`src/rtl/display_pkg.sv`:
```
// Shared codes, segment patterns and FSM states for the multiplexed display path.
package display_pkg;

   localparam logic [3:0] CODE_DASH  = 4'd14;
   localparam logic [3:0] CODE_BLANK = 4'd15;

   localparam logic [0:6] SEG_DASH  = 7'b1111110;
   localparam logic [0:6] SEG_BLANK = 7'b1111111;

   typedef enum logic [1:0] {IDLE, SHIFT, COMMIT} state_t;

endpackage

```
`src/rtl/display_scan_driver_seg_decoder.sv`:
```
// Combinational 4-bit digit code to active-low segments, bit order [0:6] = a..g.
module seg_decoder
   import display_pkg::*;
(
   input  logic [3:0] code,
   output logic [0:6] seg
);

   always_comb begin
      case (code)
         4'd0:       seg = 7'b0000001;
         4'd1:       seg = 7'b1001111;
         4'd2:       seg = 7'b0010010;
         4'd3:       seg = 7'b0000110;
         4'd4:       seg = 7'b1001100;
         4'd5:       seg = 7'b0100100;
         4'd6:       seg = 7'b0100000;
         4'd7:       seg = 7'b0001101;
         4'd8:       seg = 7'b0000000;
         4'd9:       seg = 7'b0000100;
         CODE_BLANK: seg = SEG_BLANK;
         default:    seg = SEG_DASH;
      endcase
   end

endmodule

```
`src/rtl/display_scan_driver.sv`:
```
// Sequential binary-to-BCD conversion with blanking/sign/overflow, multiplexed onto one segment bus.
// Optional decimal point: define DISPLAY_DP_EN to add dp_pos / dp.
module display_scan_driver
   import display_pkg::*;
#(
   parameter int DIGITS   = 4,
   parameter int WIDTH    = 14,
   parameter int SCAN_DIV = 50000
) (
   input  logic              clk,
   input  logic              rst_n,
   input  logic [WIDTH-1:0]  value,
   input  logic              negative,
   input  logic              load,
   input  logic              blank,
`ifdef DISPLAY_DP_EN
   input  logic [$clog2(DIGITS)-1:0] dp_pos,
   output logic              dp,
`endif
   output logic [0:6]        hex,
   output logic [DIGITS-1:0] digit_en,
   output logic              busy,
   output logic              overflow
);

   localparam int IW = (DIGITS > 1) ? $clog2(DIGITS) : 1;
   localparam int CW = $clog2(WIDTH + 1);
   localparam int SW = $clog2(SCAN_DIV);
   localparam int BW = 4 * DIGITS;

   state_t          state;
   logic [WIDTH-1:0] bin;
   logic [BW-1:0]   bcd;
   logic            lost;
   logic            neg_cap;
   logic [CW-1:0]   cnt;
   logic [3:0]      disp [DIGITS];
   logic [SW-1:0]   scnt;
   logic [IW-1:0]   sidx;

   logic [BW-1:0]   adj;
   logic [BW-1:0]   bcd_step;
   logic            carry_out;
   int unsigned     msd;
   logic            is_zero;
   logic            ovf_next;
   logic [3:0]      disp_next [DIGITS];
   logic [DIGITS-1:0] en_next;
   logic [0:6]      seg_w;

`ifdef DISPLAY_DP_EN
   logic [IW-1:0]   dp_cap;
   logic [IW-1:0]   dp_com;
`endif

   // A bit carried out of the top nibble means value >= 10^DIGITS; it is kept sticky in 'lost'.
   always_comb begin
      adj = bcd;
      for (int unsigned i = 0; i < DIGITS; i++) begin
         if (bcd[4*i +: 4] >= 4'd5) adj[4*i +: 4] = bcd[4*i +: 4] + 4'd3;
      end
      {carry_out, bcd_step} = {adj, bin[WIDTH-1]};
   end

   always_comb begin
      msd = 0;
      for (int unsigned i = 0; i < DIGITS; i++) begin
         if (bcd[4*i +: 4] != 4'd0) msd = i;
      end
      is_zero  = (bcd == '0) && !lost;
      ovf_next = lost || (neg_cap && !is_zero && (bcd[BW-1 -: 4] != 4'd0));
      for (int unsigned i = 0; i < DIGITS; i++) begin
         if (ovf_next)
            disp_next[i] = CODE_DASH;
         else if (i > msd)
            disp_next[i] = (neg_cap && !is_zero && (i == msd + 1)) ? CODE_DASH : CODE_BLANK;
         else
            disp_next[i] = bcd[4*i +: 4];
      end
   end

   always_ff @(posedge clk or negedge rst_n) begin
      if (!rst_n) begin
         state    <= IDLE;
         bin      <= '0;
         bcd      <= '0;
         lost     <= 1'b0;
         neg_cap  <= 1'b0;
         cnt      <= '0;
         busy     <= 1'b0;
         overflow <= 1'b0;
         for (int unsigned i = 0; i < DIGITS; i++) disp[i] <= CODE_BLANK;
`ifdef DISPLAY_DP_EN
         dp_cap   <= '0;
         dp_com   <= '0;
`endif
      end else begin
         case (state)
            IDLE: begin
               if (load) begin
                  bin     <= value;
                  neg_cap <= negative;
                  bcd     <= '0;
                  lost    <= 1'b0;
                  cnt     <= '0;
                  busy    <= 1'b1;
                  state   <= SHIFT;
`ifdef DISPLAY_DP_EN
                  dp_cap  <= dp_pos;
`endif
               end
            end
            SHIFT: begin
               bcd  <= bcd_step;
               bin  <= bin << 1;
               lost <= lost | carry_out;
               cnt  <= cnt + CW'(1);
               if (cnt == CW'(WIDTH - 1)) state <= COMMIT;
            end
            COMMIT: begin
               for (int unsigned i = 0; i < DIGITS; i++) disp[i] <= disp_next[i];
               overflow <= ovf_next;
               busy     <= 1'b0;
               state    <= IDLE;
`ifdef DISPLAY_DP_EN
               dp_com   <= dp_cap;
`endif
            end
            default: state <= IDLE;
         endcase
      end
   end

   always_comb begin
      en_next = '1;
      for (int unsigned i = 0; i < DIGITS; i++) begin
         if (!blank && (IW'(i) == sidx)) en_next[i] = 1'b0;
      end
   end

   seg_decoder u_dec (
      .code (disp[sidx]),
      .seg  (seg_w)
   );

   always_ff @(posedge clk or negedge rst_n) begin
      if (!rst_n) begin
         scnt     <= '0;
         sidx     <= '0;
         hex      <= SEG_BLANK;
         digit_en <= '1;
`ifdef DISPLAY_DP_EN
         dp       <= 1'b1;
`endif
      end else begin
         if (scnt == SW'(SCAN_DIV - 1)) begin
            scnt <= '0;
            sidx <= (sidx == IW'(DIGITS - 1)) ? '0 : sidx + IW'(1);
         end else begin
            scnt <= scnt + SW'(1);
         end
         hex      <= seg_w;
         digit_en <= en_next;
`ifdef DISPLAY_DP_EN
         dp       <= !((sidx == dp_com) && !blank && !overflow);
`endif
      end
   end

endmodule
```
`config.mk`:
```
export PLATFORM = sky130hd
export DESIGN_NAME = display_scan_driver
export DESIGN_NICKNAME = d
export VERILOG_FILES = /design/src/rtl/display_pkg.sv /design/src/rtl/display_scan_driver_seg_decoder.sv /design/src/rtl/display_scan_driver.sv
export SDC_FILE = /design/constraint.sdc
export NUM_CORES = 1
export LEC_CHECK = 0
export ABC_AREA = 1
export CORE_MARGIN = 2
export CORE_UTILIZATION = 30
export DETAILED_ROUTE_END_ITERATION = 7
export PLACE_DENSITY = 0.52
export SLEW_MARGIN = 20
export SYNTH_ARGS = -nofsm -noshare
export SYNTH_HDL_FRONTEND = slang
export SYNTH_SLANG_ARGS = --single-unit
```
`constraint.sdc`:
```
create_clock -name clk -period 4.05 [get_ports clk]
set_input_delay 0.81 -clock clk [delete_from_list [all_inputs] [get_ports clk]]
set_output_delay 0.81 -clock clk [all_outputs]
set_load 0.01 [all_outputs]
```
Run 1, metal 2:
Scale: 2 px per µm. Cells faint in the background.
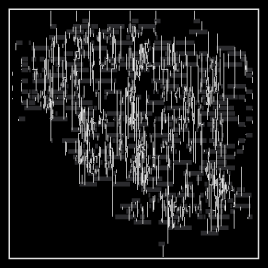
The longest straight run is 39.8 µm. The layer holds 46% of the routed length.

Run 1, logic cells by family:
Scale: 4 px per µm.
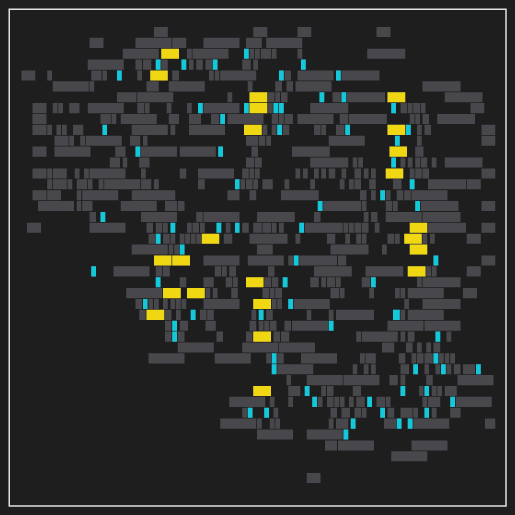
fa/ha/maj cells: shown in yellow, cells 23. inv cells: shown in cyan, cells 71.

==> flow_summary.ini, run 1 <==
; yosys + openroad results
[synthesis]
xor_share = 0.0224
logic_family = simple AND/OR/NAND/NOR gates
simple_gate_area_frac = 0.224
ys_sh_adder = 0.0668
largest_area_cell = dfrtp_1
compound_area_frac = 0.108
top_cells_by_area = dfrtp_1 34%, dfstp_2 16%, nand2_1 11%, ha_1 6.7%, inv_1 5.8%
ys_area_um2 = 4310
ys_cells = 509
synth.distinct_cells = 32
synth_area_um2 = 4310
muxShareOfSynthArea = 0
yosysWarnings = 0
seq_area_frac_synth = 0.502
synth_top_flop_cell = dfrtp_1
synth-edff-count = 0
synthArstFlopShare = 1.00
ys_ff = 85
yosysTopAreaCellShare = 0.337
syn_area_per_cell_um2 = 8.46
syn-num-nets = 551

[setup_path]
regToRegEndpoint = bin[9]
r2r-start = state[1]
cp-startpoint = load
crit_family = simple AND/OR/NAND/NOR gates
cp.buffers_inverters = 2
cp_max_fo = 24
crit_path_end_kind = register
cpMaxStageDelayCell = nand2_1
start_kind = input pin
ff2ff_setup_slack_ns = 2.00
crit_type = in -> reg
cp.depth = 6
endpoint = bin[9]
worstPathArrival_ns = 2.54
cpMostUsedCell = nand2_1
slowest_delay_ns = 0.65
crit_required_ns = 4.28
crit_chain = clkdlybuf4s50_1 -> nand2_1 -> nand2_1 -> inv_2 -> a22oi_1 -> nand2_1
reg2regPathDepth = 7

[hold_path]
hp-class = reg -> reg
whs_path_depth = 1
hold_path_end = scnt[0]
hp-start = scnt[0]

[sta]
drv_slew = 0
max_slew_margin = 0.414
tightest_slew_ns = 0.876
max_freq_ghz = 0.433
hold_viol = 0
finalSetupTns_ns = 0
finalCritPeriodShare = 0.571
rsz0062_at_grt = no
setup-violations-final = 0
min_period_ns = 2.31
skew_ns = 0.00865
holdWs_ns = 0.459

[clock_tree]
clkLatencyLatePin_ns = 0.35
htree_levels = 3
cts_buffer_depth = 2
clock-sinks = 85
cts_tree = done
hold_buffers = 0
post_cts_buffers = 0
clkTransAtPathRegs_ns = 0.06
cts_resized = 0
cts_buffers = 9
cts_root_buf = clkbuf_16

[global_route]
grt_pass1_wl_um = 15600
gr-total-overflow = 0
grt_max_degree = 67
antenna_found_initial = 0
grt_pass1_vias = 3325
track_usage = 0.130

[final_layout]
final_common_cell = nand2_1
area_delta_synth_final_pct = 18.1
largest_class = registers
final_nets = 586
fillCellCount = 1419
num_antenna_cells = 0
final-instance-count-excl-fill = 729
buffer_area_frac = 0.0635
seq_share = 0.425
drive_gt1_frac = 0.111
comb_cells = 344
layout_top_cells_excl_fill_tap = 122 x nand2_1, 67 x inv_1, 58 x dfrtp_1
reg_top3 = bcd (16), disp (16), scnt (16)
comb-cell-share = 0.357
seqCellArea_um2 = 2160
fin_util = 0.365
seq_cell_count = 85
nNonClkInverters = 71
logic_area_um2 = 1820

[job]
tool_warnings = 41
cap_violations = 0

[floorplan]
die_h_um = 124
num_rows = 43
fp_util = 0.309
die_w_um = 124
design.core.area_um2 = 13900
chip_area_um2 = 15300
pin_count = 32
taps = 180

[routing]
firstDrtPassIters = 4
avgViaCountPerCell = 4.58
antenna_left = 0
drt_iter0_drc = 212
vias = 3338
drc = 0
post_drt_wl_per_cell_um = 12.0

[place]
hpwl_um = 6170
dp_slack_ns = 1.39
portBuffers = 31
dp.cells = 713
dpl-instance-area_um2 = 4790
gp_congestion = 0.808

[power]
switching_share = 0.361
combinationalPowerShare = 0.336
peakVddDrop_mv = 0.251
pwr-share-clk = 0.257
totalPowerFinal_mw = 3.21
p_seq_frac = 0.407
internal-power_mw = 2.05
leakage_nw = 2.36

[run_status]
status = finished clean
Run 1, cells by drive strength:
Scale: 4 px per µm.
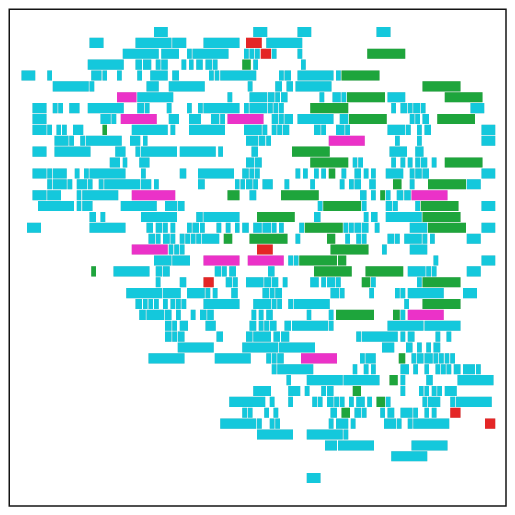
_3 and _4 cells: shown in red, cells 6, share 1.1%, most used buf_4. _6 and larger: shown in magenta, cells 11, share 2.0%, most used clkbuf_16. _2 cells: shown in green, cells 44, share 8.0%, most used dfstp_2. _0 and _1 cells: shown in cyan, cells 488, share 89%, most used nand2_1.
design area: 5090 µm²
final worst setup slack: 1.74 ns
Non-clock buffers: 33

## run 1: power groups by stage
stage | clock [mW] | combinational, mW | sequential (mW)
2_1_floorplan | 0 | 0.796 | 1.29
3_3_place_gp | 0 | 1.06 | 1.32
3_5_place_dp | 0 | 1.09 | 1.32
4_1_cts | 0.855 | 1.09 | 1.31
5_1_grt | 0.888 | 1.28 | 1.34
6_report | 0.824 | 1.08 | 1.30
## run 1: per-layer routing
metal / vias to the layer above / track usage / part of all wire
met5: - / 0 / 0
met3: 10 / 0.0389 / 0.037
met4: 0 / 0.0433 / 0.013
li1: 1708 / - / -
met2: 53 / 0.207 / 0.46
met1: 1567 / 0.168 / 0.49
==> run 2: changes to the inputs <==
- clock period: 4.05 -> 2.4 ns (I/O delays scaled with it)
Run 2, logic cells by family:
Scale: 4 px per µm.
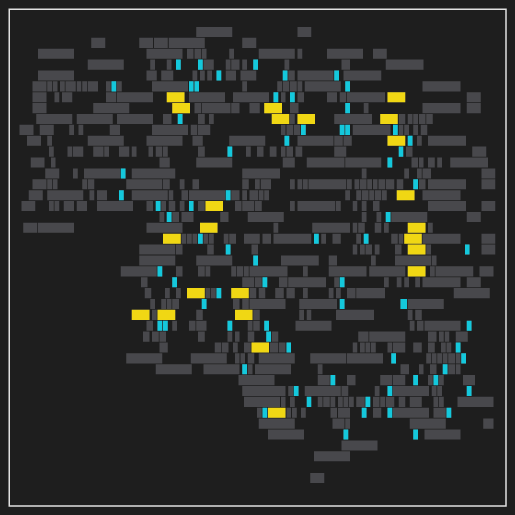
inv cells: shown in cyan, cells 71. fa/ha/maj cells: shown in yellow, cells 23.
Top cell excl fill/tap: nand2_1
logic share of the area: 0.351

==> run 2 against run 1 <==
Total power increased by 74%. Via count up 1.2%. Largest cell class unchanged. Worst setup slack lost 1.2 ns. Largest power group unchanged. Critical path type is now reg -> out.
==> flow_summary.ini, run 2 <==
; yosys + openroad results
[routing]
post_drt_wl_per_cell_um = 12.3
drc = 0
avgViaCountPerCell = 4.60
wl_met3_um = 366
met1Wirelength_um = 4350
firstDrtPassIters = 4
antenna_left = 0
drt_iter0_drc = 211
highest_layer = met4

[place]
dp_slack_ns = 0.684
portBuffers = 31
dpl-instance-area_um2 = 4850
dp.cells = 718

[power]
maxPowerGroup = sequential cells
peakVddDrop_mv = 0.387
clk-power_mw = 1.52
p_seq_frac = 0.394
p_comb_mw = 1.87
leakage_nw = 2.41
internal-power_mw = 3.57
combinationalPowerShare = 0.335
pwr-share-clk = 0.271
totalPowerFinal_mw = 5.59

[sta]
tightest_slew_ns = 0.585
max_freq_ghz = 0.535
skew_ns = 0.00630
final.setup.worst_slack_ns = 0.532
rsz0062_at_grt = no
setup-violations-final = 0
hold_viol = 0
finalSetupTns_ns = 0
max_slew_margin = 0.610
drv_slew = 0
finalCritPeriodShare = 0.778
holdWs_ns = 0.129
min_period_ns = 1.87

[synthesis]
muxShareOfSynthArea = 0
synth_area_um2 = 4310
yosysTopAreaCellShare = 0.337
synth_top_flop_cell = dfrtp_1
ys_ff = 85
synth-edff-count = 0
ys_area_um2 = 4310
syn-num-nets = 551
logic_family = simple AND/OR/NAND/NOR gates
simple_gate_area_frac = 0.224
synthArstFlopShare = 1.00
largest_area_cell = dfrtp_1
ys_sh_adder = 0.0668
top_cells_by_area = dfrtp_1 34%, dfstp_2 16%, nand2_1 11%, ha_1 6.7%, inv_1 5.8%
compound_area_frac = 0.108
syn_area_per_cell_um2 = 8.46
xor_share = 0.0224

[setup_path]
slowest_delay_ns = 0.53
start_kind = register
cp-startpoint = hex[1]
worstPathArrival_ns = 1.39
cp.buffers_inverters = 1
crit_family = buffers and inverters
crit_type = reg -> out
cp_max_fo = 1
cpMaxStageDelayCell = clkdlybuf4s50_1
crit_path_end_kind = output pin
crit_chain = clkdlybuf4s50_1
r2r-start = bcd[12]
crit_required_ns = 1.92

[clock_tree]
clkLatencyLatePin_ns = 0.35
htree_levels = 3
post_cts_buffers = 0
cts_buffers = 9
cts_buffer_depth = 2
clkTransAtPathRegs_ns = 0.06

[final_layout]
reg_top3 = bcd (16), disp (16), scnt (16)
final-instance-count-excl-fill = 734
drive_gt1_frac = 0.123
final_nets = 591
logic_area_um2 = 1820
seqCellArea_um2 = 2160
fin_util = 0.372
finalInstanceArea_um2 = 5180
fillCellCount = 1427

[floorplan]
chip_area_um2 = 15300
pin_count = 32
num_rows = 43
fp_util = 0.309
design.core.area_um2 = 13900
die_w_um = 124

[global_route]
grt_pass1_wl_um = 15500
gr-total-overflow = 0
grt_pass1_vias = 3280
use_met2 = 0.205
grt_util_met3 = 0.0334
grt_max_degree = 44
track_usage = 0.130

[run_status]
status = finished clean

[hold_path]
hp-class = in -> async

[job]
tool_warnings = 41
run 2: cell counts after synthesis:
No cell type changed its count.
run 2: area by class of cell:
| class | instances | area share |
|---|---|---|
| clock inverter | 7 | 0.0191 |
| clock buffer | 9 | 0.0435 |
| timing repair buffer | 38 | 0.0744 |
| sequential | 85 | 0.417 |
| inverter | 71 | 0.0517 |
| multi-input combinational | 344 | 0.351 |
| tap | 180 | 0.0435 |
run 2: final timing paths:
path	endpoint	slack (ns)	cells past startpoint
setup reg to reg	disp[9]	0.69	7
min in group clk	scnt[0]	0.47	1
setup / recovery	hex[1]	0.53	1
hold / removal	scnt[11]	0.13	1
hold reg to reg	scnt[0]	0.47	1
max in group asynchronous	disp[13]	1.65	2
Power is estimated from default activity; no workload was simulated.
